File: src/rtl/spi_flash_reader.sv
// rtl/spi_flash_reader.sv - SPI NOR mode-0 read engine streaming 2^size bytes as 32-bit words.
// Define FLASH_FASTREAD_EN for fast-read (0x0B/0x0C) with an 8-clock dummy phase.
module spi_flash_reader #(
  parameter int ADDR_W       = 24,
  parameter int CLK_DIV      = 2,
  parameter int INIT_CYCLES  = 4096,
  parameter int MAX_SIZE     = 9,
  parameter int DESEL_CYCLES = 4
) (
  input  logic              flash_clock_i,
  input  logic              flash_resetn_i,
  input  logic              req_valid_i,
  output logic              req_ready_o,
  input  logic [ADDR_W-1:0] req_addr_i,
  input  logic [3:0]        req_size_i,
  output logic              rsp_valid_o,
  input  logic              rsp_ready_i,
  output logic [31:0]       rsp_data_o,
  output logic              rsp_last_o,
  output logic              flash_cs_n,
  output logic              flash_sck,
  output logic              flash_mosi,
  input  logic              flash_miso
);

  localparam int HDR_BITS = 8 + ADDR_W;
  localparam int DIV_W    = (CLK_DIV > 1) ? $clog2(CLK_DIV) : 1;
  localparam logic [DIV_W-1:0] DIV_LAST = DIV_W'(CLK_DIV - 1);
`ifdef FLASH_FASTREAD_EN
  localparam logic [7:0] CMD_BYTE  = (ADDR_W == 32) ? 8'h0C : 8'h0B;
  localparam logic       HAS_DUMMY = 1'b1;
`else
  localparam logic [7:0] CMD_BYTE  = (ADDR_W == 32) ? 8'h13 : 8'h03;
  localparam logic       HAS_DUMMY = 1'b0;
`endif

  typedef enum logic [2:0] {
    S_INIT, S_IDLE, S_CMD, S_DUMMY, S_DATA, S_DESEL
  } state_t;

  state_t                r_state;
  state_t                w_next;
  logic [15:0]           r_cnt;
  logic [DIV_W-1:0]      r_div;
  logic                  r_sck;
  logic                  r_cs_n;
  logic [HDR_BITS-1:0]   r_tx;
  logic [12:0]           r_bits;
  logic [4:0]            r_wbits;
  logic [3:0]            r_size;
  logic [31:0]           r_acc;
  logic                  r_done;
  logic                  r_rsp_valid;
  logic                  r_rsp_last;
  logic [31:0]           r_rsp_data;

  logic        w_active;
  logic        w_tick;
  logic        w_stall;
  logic        w_rise;
  logic        w_fall;
  logic        w_accept;
  logic        w_word_end;
  logic        w_hdr_end;
  logic        w_dummy_end;
  logic        w_data_end;
  logic [12:0] w_total_m1;
  logic [4:0]  w_wlen_m1;
  logic [3:0]  w_size_eff;
  logic [31:0] w_acc_next;

  assign w_active    = (r_state == S_CMD) || (r_state == S_DUMMY) || (r_state == S_DATA);
  assign w_tick      = w_active && (r_div == DIV_LAST);
  assign w_total_m1  = (13'd8 << r_size) - 13'd1;
  assign w_wlen_m1   = (r_size == 4'd0) ? 5'd7 : (r_size == 4'd1) ? 5'd15 : 5'd31;
  assign w_word_end  = (r_wbits == w_wlen_m1);
  assign w_hdr_end   = (r_bits == 13'(HDR_BITS - 1));
  assign w_dummy_end = (r_bits == 13'd7);
  assign w_data_end  = (r_bits == w_total_m1);
  // Hold SCK low just before the sample that would complete a word the consumer has not taken.
  assign w_stall     = (r_state == S_DATA) && !r_sck && w_word_end && r_rsp_valid && !rsp_ready_i;
  assign w_rise      = w_tick && !r_sck && !w_stall;
  assign w_fall      = w_tick && r_sck;
  assign w_accept    = (r_state == S_IDLE) && req_valid_i;
  assign w_size_eff  = (req_size_i > 4'(MAX_SIZE)) ? 4'd0 : req_size_i;
  // Bytes land little-endian in the word, each received MSB first.
  assign w_acc_next  = r_acc | ({31'd0, flash_miso} << {r_wbits[4:3], ~r_wbits[2:0]});

  always_comb begin
    w_next = r_state;
    case (r_state)
      S_INIT:  if (r_cnt == 16'(INIT_CYCLES - 1)) w_next = S_IDLE;
      S_IDLE:  if (req_valid_i) w_next = S_CMD;
      S_CMD:   if (w_rise && w_hdr_end) w_next = HAS_DUMMY ? S_DUMMY : S_DATA;
      S_DUMMY: if (w_rise && w_dummy_end) w_next = S_DATA;
      S_DATA:  if (w_fall && r_done) w_next = S_DESEL;
      S_DESEL: if ((r_cnt >= 16'(DESEL_CYCLES - 1)) && !r_rsp_valid) w_next = S_IDLE;
      default: w_next = S_INIT;
    endcase
  end

  always_ff @(posedge flash_clock_i or negedge flash_resetn_i) begin
    if (!flash_resetn_i) r_state <= S_INIT;
    else                 r_state <= w_next;
  end

  always_ff @(posedge flash_clock_i or negedge flash_resetn_i) begin
    if (!flash_resetn_i) begin
      r_cnt       <= '0;
      r_div       <= '0;
      r_sck       <= 1'b0;
      r_cs_n      <= 1'b1;
      r_tx        <= '0;
      r_bits      <= '0;
      r_wbits     <= '0;
      r_size      <= '0;
      r_acc       <= '0;
      r_done      <= 1'b0;
      r_rsp_valid <= 1'b0;
      r_rsp_last  <= 1'b0;
      r_rsp_data  <= '0;
    end else begin
      if ((r_state == S_INIT) || (r_state == S_DESEL)) begin
        if (r_cnt != 16'hFFFF) r_cnt <= r_cnt + 16'd1;
      end else begin
        r_cnt <= '0;
      end

      if (!w_active)   r_div <= '0;
      else if (w_tick) begin
        if (!w_stall) r_div <= '0;
      end else         r_div <= r_div + 1'b1;

      if (r_rsp_valid && rsp_ready_i) r_rsp_valid <= 1'b0;

      if (w_accept) begin
        r_cs_n  <= 1'b0;
        r_sck   <= 1'b0;
        r_tx    <= {CMD_BYTE, req_addr_i};
        r_size  <= w_size_eff;
        r_bits  <= '0;
        r_wbits <= '0;
        r_acc   <= '0;
        r_done  <= 1'b0;
      end

      if (w_rise) begin
        r_sck <= 1'b1;
        case (r_state)
          S_CMD:   r_bits <= w_hdr_end ? 13'd0 : r_bits + 13'd1;
          S_DUMMY: r_bits <= w_dummy_end ? 13'd0 : r_bits + 13'd1;
          default: begin
            r_bits <= r_bits + 13'd1;
            if (w_data_end) r_done <= 1'b1;
            if (w_word_end) begin
              r_rsp_valid <= 1'b1;
              r_rsp_data  <= w_acc_next;
              r_rsp_last  <= w_data_end;
              r_acc       <= '0;
              r_wbits     <= '0;
            end else begin
              r_acc   <= w_acc_next;
              r_wbits <= r_wbits + 5'd1;
            end
          end
        endcase
      end

      // Zeros shift in behind the header, so MOSI idles low through dummy and data.
      if (w_fall) begin
        r_sck <= 1'b0;
        r_tx  <= {r_tx[HDR_BITS-2:0], 1'b0};
        if ((r_state == S_DATA) && r_done) r_cs_n <= 1'b1;
      end
    end
  end

  assign req_ready_o = (r_state == S_IDLE);
  assign rsp_valid_o = r_rsp_valid;
  assign rsp_data_o  = r_rsp_data;
  assign rsp_last_o  = r_rsp_last;
  assign flash_cs_n  = r_cs_n;
  assign flash_sck   = r_sck;
  assign flash_mosi  = r_tx[HDR_BITS-1];

endmodule
File: config.mk
export PLATFORM = sky130hd
export DESIGN_NAME = spi_flash_reader
export DESIGN_NICKNAME = d
export VERILOG_FILES = /design/src/rtl/spi_flash_reader.sv
export SDC_FILE = /design/constraint.sdc
export NUM_CORES = 1
export LEC_CHECK = 0
export CAP_MARGIN = 15
export CORE_MARGIN = 2
export CORE_UTILIZATION = 40
export CTS_CLUSTER_SIZE = 25
export DETAILED_ROUTE_END_ITERATION = 16
export PLACE_DENSITY = 0.71
export SYNTH_ARGS = -nofsm -noshare
export SYNTH_HDL_FRONTEND = slang
export SYNTH_SLANG_ARGS = --single-unit
export TNS_END_PERCENT = 5
File: constraint.sdc
create_clock -name flash_clock_i -period 5.7 [get_ports flash_clock_i]
set_input_delay 1.425 -clock flash_clock_i [delete_from_list [all_inputs] [get_ports flash_clock_i]]
set_output_delay 1.425 -clock flash_clock_i [all_outputs]
set_load 0.02 [all_outputs]
==> run_1/clocks.png <==
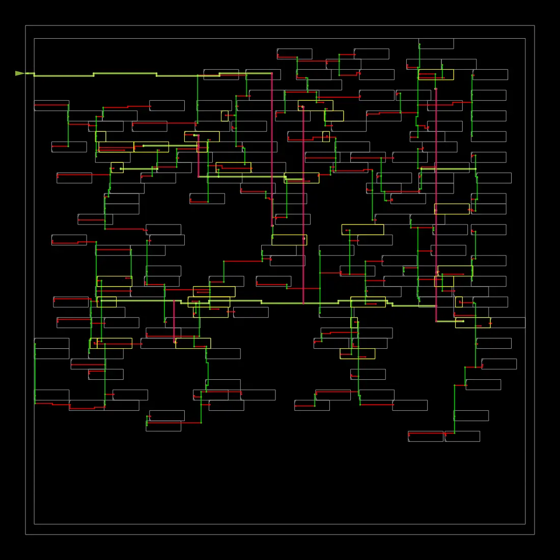
CTS sink cnt: 143
flop count: 143
Clock Skew: 0.006748 ns

==> run_1/io_fan.png <==
(3 px per um)
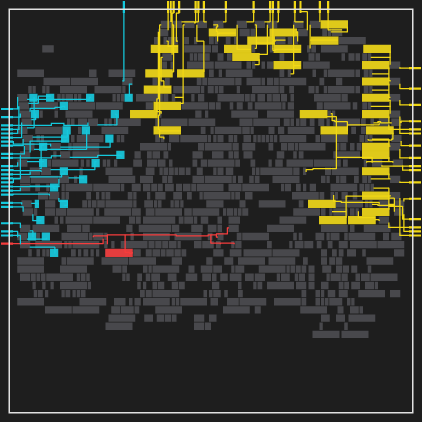
colour	port	direction	edge	end cells	buffers	wire
red	`flash_sck`	output	left	1	1	105 um
cyan	`req_addr_i`	input	23 left, 1 top	24	24	484 um
yellow	`rsp_data_o`	output	16 right, 16 top	32	32	748 um
io pins: 71
I/O Buffers: 70

==> run_1/wires.png <==
(4 px per um) Only two layers are drawn.
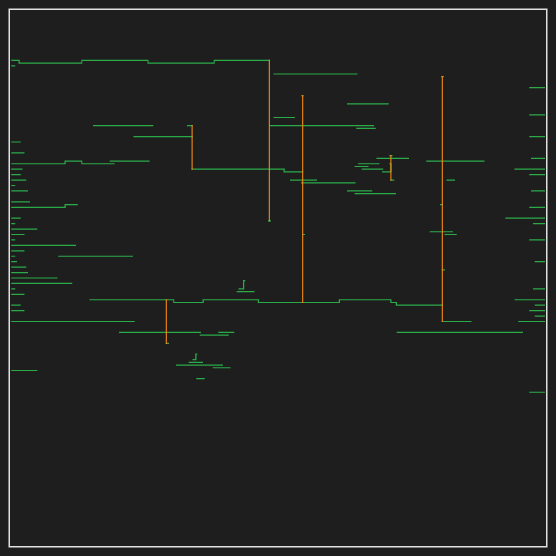
colour	layer	wire length
green	metal 3	758 um
orange	metal 4	181 um
final WL: 14,760 um
average wire per standard cell: 14.79 um
DR vias: 5,343

==> notes.md, run 1 <==
fresh numbers from the pnr run: Pwr top the clock network, Placed Area 7511 sq um, yosys cell count roughly 720, Area leader share about 53%, Area Overhead vs Synth 20.11%, asr flop ratio synth 100.0%, Worst Hold Launch rsp_data_o[26], root buf cell clkbuf_16, estimated wirelength of the detail-placed design 9339 um, Arrival @ worst endpoint 2.02 ns, met3 routed WL 757 um, hold depth 2, Basic Gates by Area 20.40%, flop share of the area 44.10%, crit end category output pin, placed cell count 967, chip area between 15,000 and 20,000 sq um, cells along the critical path nor3b_1 -> clkdlybuf4s50_1, Synth cell types 71, met1 usage 24.76%, Pint 1.753 mW, Buf/Inv on CP 1, combinational power 0.0462 mW, Synth Area in Compound Gates 18.00%, Die Wd around 130 um, outcome finished clean, Period Utilization, post-route 60.51%, CP Launch Point r_state[0], CTS Hold Bufs 0, fraction of final layout cells sized beyond drive strength 1 around 8%, # setup viols final 0, Seq power 1.02 mW, total gr overflow 0, r2r endpoint rsp_data_o[5], yosys adder share 0.7406%, M3 GR Usage 4.308%, Critical Path End req_ready_o, YS chip area 6758 sq um, utilization after layout about half, nets@finish 803, Flop pwr share between 40% and 50%, Logic area 2872 sq um, DRT antenna net count 0, area leader, netlist dfrtp_1, warnings from Yosys 0, most frequent cells in the layout 142 x dfrtp_1, 129 x nand2_1, 71 x nor2_1, 69 x clkdlybuf4s50_1, 56 x o21ai_0, synthesized area per cell 9.412 sq um, Flops after synth between 100 and 150, Antenna diodes 0
==> inputs of run 2 (changes only) <==
==> constraint.sdc (replaced) <==
create_clock -name flash_clock_i -period 3.4 [get_ports flash_clock_i]
set_input_delay 0.85 -clock flash_clock_i [delete_from_list [all_inputs] [get_ports flash_clock_i]]
set_output_delay 0.85 -clock flash_clock_i [all_outputs]
set_load 0.02 [all_outputs]
==> run_2/wires.png <==
(4 px per um) Only two layers are drawn.
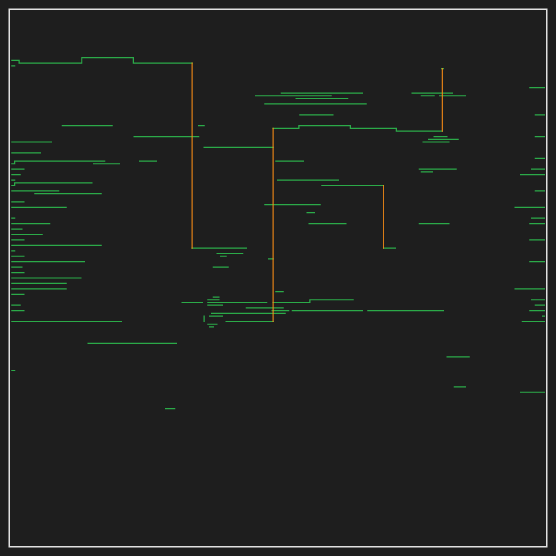
colour	layer	wire length
green	metal 3	892 um
orange	metal 4	126 um
GRT Total Usage: 17.33%
DR vias: 5,359
final WL: 14,820 um
average wire per standard cell: 14.70 um

==> run_2/io_fan.png <==
(3 px per um)
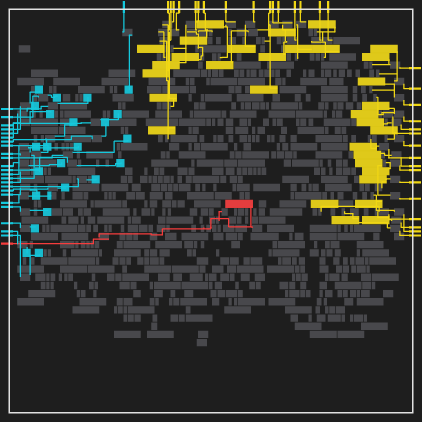
colour	port	direction	edge	end cells	buffers	wire
yellow	`rsp_data_o`	output	16 right, 16 top	32	32	637 um
red	`flash_sck`	output	left	1	1	107 um
cyan	`req_addr_i`	input	23 left, 1 top	24	24	501 um

==> notes.md, run 2 <==
fresh numbers from the pnr run: warnings from Yosys 0 (unchanged), Die Wd 134.0 um (unchanged), Area Overhead vs Synth 21.14%, Basic Gates by Area 20.40% (unchanged), asr flop ratio synth 100.0% (unchanged), synthesized area per cell 9.412 sq um (unchanged), flop count 143 (unchanged), met3 routed WL 892 um (+18%), DRT antenna net count 0 (unchanged), total gr overflow 0 (unchanged), fraction of final layout cells sized beyond drive strength 1 9.010% (+0.91 points), Logic area 2872 sq um (unchanged), M3 GR Usage 5.215% (+0.91 points), io pins 71 (unchanged), Clock Skew 0.006275 ns (-0.0004735 ns), I/O Buffers 70 (unchanged), nets@finish 812 (+1.1%), Area leader share 52.58% (unchanged), Synth cell types 71 (unchanged), Arrival @ worst endpoint 2.02 ns (about the same), outcome finished clean, Seq power 1.70 mW (+67%), Period Utilization, post-route approximately 84%, Pwr top the clock network, crit end category output pin, Placed Area 7584 sq um (+0.97%), root buf cell clkbuf_16, r2r endpoint r_state[0], yosys adder share 0.7406% (unchanged)
Power is estimated from default activity; no workload was simulated.
